Supply network:
Bar = 50 um. Pins as bars on the die edge.
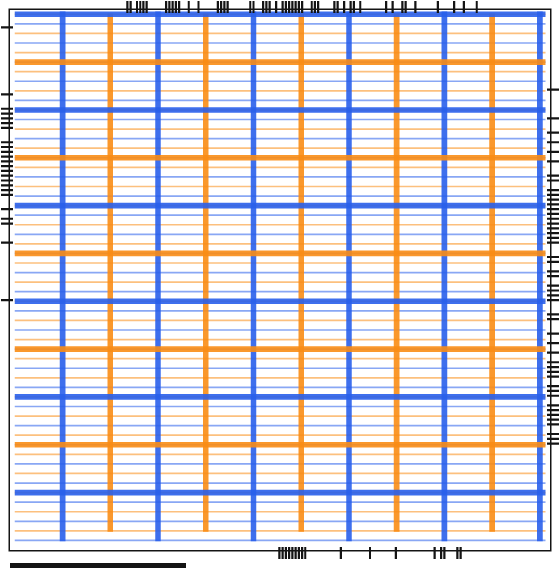
Placed cells, one color a class:
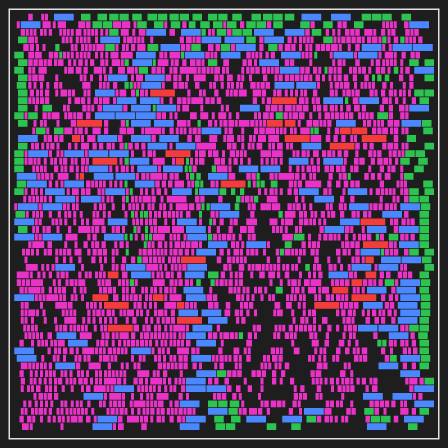
### config.mk
export PLATFORM = sky130hd
export DESIGN_NAME = mdu
export DESIGN_NICKNAME = d
export VERILOG_FILES = /design/src/rtl/mdu.sv
export SDC_FILE = /design/constraint.sdc
export NUM_CORES = 1
export LEC_CHECK = 0
export ABC_AREA = 1
export CAP_MARGIN = 20
export CORE_MARGIN = 1
export CORE_UTILIZATION = 59
export CTS_CLUSTER_DIAMETER = 60
export CTS_CLUSTER_SIZE = 20
export DETAILED_ROUTE_END_ITERATION = 8
export GPL_TIMING_DRIVEN = 0
export PLACE_DENSITY_LB_ADDON = 0.25
export SYNTH_ARGS = -nofsm -noshare
export SYNTH_HDL_FRONTEND = slang
export SYNTH_SLANG_ARGS = --single-unit
### constraint.sdc
create_clock -name clk -period 3.19 [get_ports clk]
set_clock_uncertainty 0.1 [all_clocks]
set_input_delay 0.638 -clock clk [delete_from_list [all_inputs] [get_ports clk]]
set_output_delay 0.638 -clock clk [all_outputs]
set_load 0.02 [all_outputs]
### src/rtl/mdu.sv
// Iterative 32-bit multiply/divide unit holding the HI/LO registers (MULT/MULTU/DIV/DIVU, MTHI/MTLO).
// Define MDU_DIV_EN to build the restoring divider; without it DIV/DIVU complete as one-cycle no-ops.
module mdu (
    input  logic        clk,
    input  logic        rst_n,
    input  logic        start,
    input  logic [1:0]  op,
    input  logic [31:0] a,
    input  logic [31:0] b,
    input  logic        mthi,
    input  logic        mtlo,
    output logic        busy,
    output logic        done,
    output logic [31:0] hi,
    output logic [31:0] lo
);

    typedef enum logic [1:0] {
        IDLE = 2'd0,
        CALC = 2'd1,
        FIX  = 2'd2
    } state_t;

    state_t      state;
    state_t      state_next;
    logic        op_div;
    logic        neg_a;
    logic        neg_b;
    logic [4:0]  cnt;
    logic [63:0] acc;
    logic [31:0] opb;

    logic        signed_op;
    logic [31:0] abs_a;
    logic [31:0] abs_b;
    logic [32:0] mul_sum;
    logic [63:0] mul_step;
    logic [63:0] calc_next;
    logic [63:0] product;

`ifdef MDU_DIV_EN
    logic [31:0] a_orig;
    logic [32:0] div_top;
    logic [33:0] div_diff;
    logic [63:0] div_step;
    logic [31:0] quot_fix;
    logic [31:0] rem_fix;
`endif

    assign busy      = (state != IDLE);
    assign signed_op = ~op[0];
    assign abs_a     = (signed_op && a[31]) ? (32'd0 - a) : a;
    assign abs_b     = (signed_op && b[31]) ? (32'd0 - b) : b;

    // Shift-add: low half holds the remaining multiplier bits, high half the partial product.
    assign mul_sum  = {1'b0, acc[63:32]} + (acc[0] ? {1'b0, opb} : 33'd0);
    assign mul_step = {mul_sum, acc[31:1]};
    assign product  = (neg_a ^ neg_b) ? (64'd0 - acc) : acc;

`ifdef MDU_DIV_EN
    // Restoring divide on remainder:quotient; the shifted remainder may need 33 bits.
    assign div_top   = acc[63:31];
    assign div_diff  = {1'b0, div_top} - {2'b00, opb};
    assign div_step  = div_diff[33] ? {acc[62:0], 1'b0} : {div_diff[31:0], acc[30:0], 1'b1};
    assign calc_next = op_div ? div_step : mul_step;
    assign quot_fix  = (neg_a ^ neg_b) ? (32'd0 - acc[31:0]) : acc[31:0];
    assign rem_fix   = neg_a ? (32'd0 - acc[63:32]) : acc[63:32];
`else
    assign calc_next = mul_step;
`endif

    always_ff @(posedge clk) begin
        if (!rst_n) begin
            state <= IDLE;
        end else begin
            state <= state_next;
        end
    end

    always_comb begin
        state_next = state;
        case (state)
            IDLE: begin
                if (start) begin
`ifdef MDU_DIV_EN
                    state_next = CALC;
`else
                    state_next = op[1] ? FIX : CALC;
`endif
                end
            end
            CALC: begin
                if (cnt == 5'd31) begin
                    state_next = FIX;
                end
            end
            FIX: begin
                state_next = IDLE;
            end
            default: begin
                state_next = IDLE;
            end
        endcase
    end

    always_ff @(posedge clk) begin
        if (!rst_n) begin
            op_div <= 1'b0;
            neg_a  <= 1'b0;
            neg_b  <= 1'b0;
            cnt    <= 5'd0;
            acc    <= 64'd0;
            opb    <= 32'd0;
            hi     <= 32'd0;
            lo     <= 32'd0;
            done   <= 1'b0;
`ifdef MDU_DIV_EN
            a_orig <= 32'd0;
`endif
        end else begin
            done <= 1'b0;
            case (state)
                IDLE: begin
                    if (start) begin
                        op_div <= op[1];
                        neg_a  <= signed_op & a[31];
                        neg_b  <= signed_op & b[31];
                        cnt    <= 5'd0;
                        acc    <= {32'd0, abs_a};
                        opb    <= abs_b;
`ifdef MDU_DIV_EN
                        a_orig <= a;
`endif
                    end else begin
                        if (mthi) begin
                            hi <= a;
                        end
                        if (mtlo) begin
                            lo <= a;
                        end
                    end
                end
                CALC: begin
                    acc <= calc_next;
                    cnt <= cnt + 5'd1;
                end
                FIX: begin
                    done <= 1'b1;
                    if (!op_div) begin
                        hi <= product[63:32];
                        lo <= product[31:0];
                    end
`ifdef MDU_DIV_EN
                    // A zero divisor leaves an all-ones quotient; HI reports the untouched dividend.
                    else if (opb == 32'd0) begin
                        hi <= a_orig;
                        lo <= 32'hFFFF_FFFF;
                    end else begin
                        hi <= rem_fix;
                        lo <= quot_fix;
                    end
`endif
                end
                default: begin
                end
            endcase
        end
    end

endmodule

==> deck_impl_summary.md <==
Synthesis and Place & Route Summary

Placed design
  – Placed Area: 15270 um^2
  – Pre-CTS WS: 0.2100 ns
  – Routability Congestion: 1.071
  – DP Cell Count: 2772
  – Dpl hpwl: 43270 um
  – Port-buffer cells: 136

Synth
  – Post-Syn Area: 13550 um^2
  – EDFF count, synth: 0
  – Post-Synthesis Cells: 2351
  – Top cells by area: dfxtp_1, nand2_1, nor2_1, inv_1, nand3_1
  – Warnings, synthesis: 0
  – Post-synth regs: 171
  – Ys async rst share: 0%
  – Distinct lib cells: 48
  – Top FF cell, synth: dfxtp_1
  – Register share after synthesis: 25.27%
  – # Cells Yosys: 2351
  – Cell with the most instances after synthesis: nand2_1
  – Post-Syn Area per Cell: 5.763 um^2

Drt
  – Met3 WL: 6655 um
  – DRT antenna net count: 0
  – Top sig layer: met4
  – Vias/cell: 6.055
  – M1 WL: 19860 um

Setup path
  – Crit path DRT: 3.42 ns
  – R2R Path Start: acc[0]$_SDFFE_PN0P_
  – WP depth: 17
  – Worst setup path start: acc[0]$_SDFFE_PN0P_
  – Sum of buffers and inverters on the critical path: 5
  – Crit path kind: flop to flop
  – CP startpoint kind: flop
  – Critical Path, Cell by Cell: buf_6 > clkbuf_1 > nand2_1 > inv_1 > ha_1 > inv_1 > fa_1 > inv_1 > nand3_1 > nand3_1 > nand2_1 > nand2_1 > nand2_1 > nand2_1 > a21oi_1 > o21ai_0 > a21oi_1

Layout
  – Most frequent logic cell in the layout: nand2_1
  – Top cells excl fill/tap: nand2_1, nor2_1, inv_1
  – Fin cells: 2804
  – Final Util: 70.28%
  – Logic area: 8494 um^2
  – Seq. cell area: 3423 um^2

Timing
  – Final Cycle Share: 91.38%
  – Worst hold slack: 0.3725 ns
  – Final setup vio count: 0
  – Worst setup margin: 0.2750 ns

Run
  – OpenROAD warning count: 26
  – Max cap viols: 0

Clock network
  – Post-CTS Setup Bufs: 0
  – Clk buf depth: 2
  – CTS tree: built
  – Worst skew pair latency: 0.46 ns
  – Hold Buf Count CTS: 0
  – Clock Sinks: 171
  – Post-CTS resize count: 0
  – Clock root cell: clkbuf_16

Worst hold path
  – WHS Path Cells: 2
  – Hold_sp: opb[31]$_SDFFE_PN0P_

Die
  – Boundary pin count: 137
  – Die footprint: 23570 um^2
  – Initial Util: 60.02%
  – Site Rows: 55

Global route
  – Largest net degree at the start of global routing: 20
  – Gr usage total: 45.93%
  – GR Layer Usage met2: 71.47%
  – GRT Residual Overflow: 0

Power
  – Pwr Density: 459.0 nW/um^2
  – Total Power: 7.281 mW

Status
  – Status: complete, no violations
Back to the opening pictures, 'supply network':
Blue marks VSS. Orange marks VDD.
137 signal pins sit on the boundary. The core has 55 rows. 11 straps on met5. 56 met1 rails follow the rows.
worst vdd ir: 0.3366 mV
core area: 22570 um^2
die width: 153.5 um
die height: 153.5 um

Back to the opening pictures, 'placed cells, one color a class':
Red marks clock drivers and dummy loads, cells 32, share of their area 3.8%. Green marks other buffers and delay cells, cells 222, share of their area 11%. Blue marks flops, cells 171, share of their area 22%. Magenta marks all other logic, cells 2094, share of their area 63%.

[power by group]
| group | total, mW | internal [mW] | switching (mW) |
|---|---|---|---|
| clock network | 2.20 | 1.06 | 1.14 |
| logic | 2.58 | 0.848 | 1.73 |
| registers | 2.50 | 2.33 | 0.169 |
| total | 7.28 | 4.24 | 3.04 |
[kinds of logic after synthesis]
family,count (synthesis),synth area share (%)
AND-OR/OR-AND,443,17.51
XOR/XNOR,16,1.090
adder cells (fa/ha/maj),38,3.565
buffers and inverters,407,12.03
flip-flops,171,25.27
AND/OR/NAND/NOR,1276,40.53
[layout make-up]
class,instances,area share (%)
Tap cell,285,2.248
Clock inverter,15,1.081
Timing Repair Buffer,136,8.582
Clock buffer,17,2.682
Inverter,321,7.627
Buffer,86,2.650
Sequential cell,171,21.58
Multi-Input combinational cell,1773,53.55
Power is estimated from default activity; no workload was simulated.
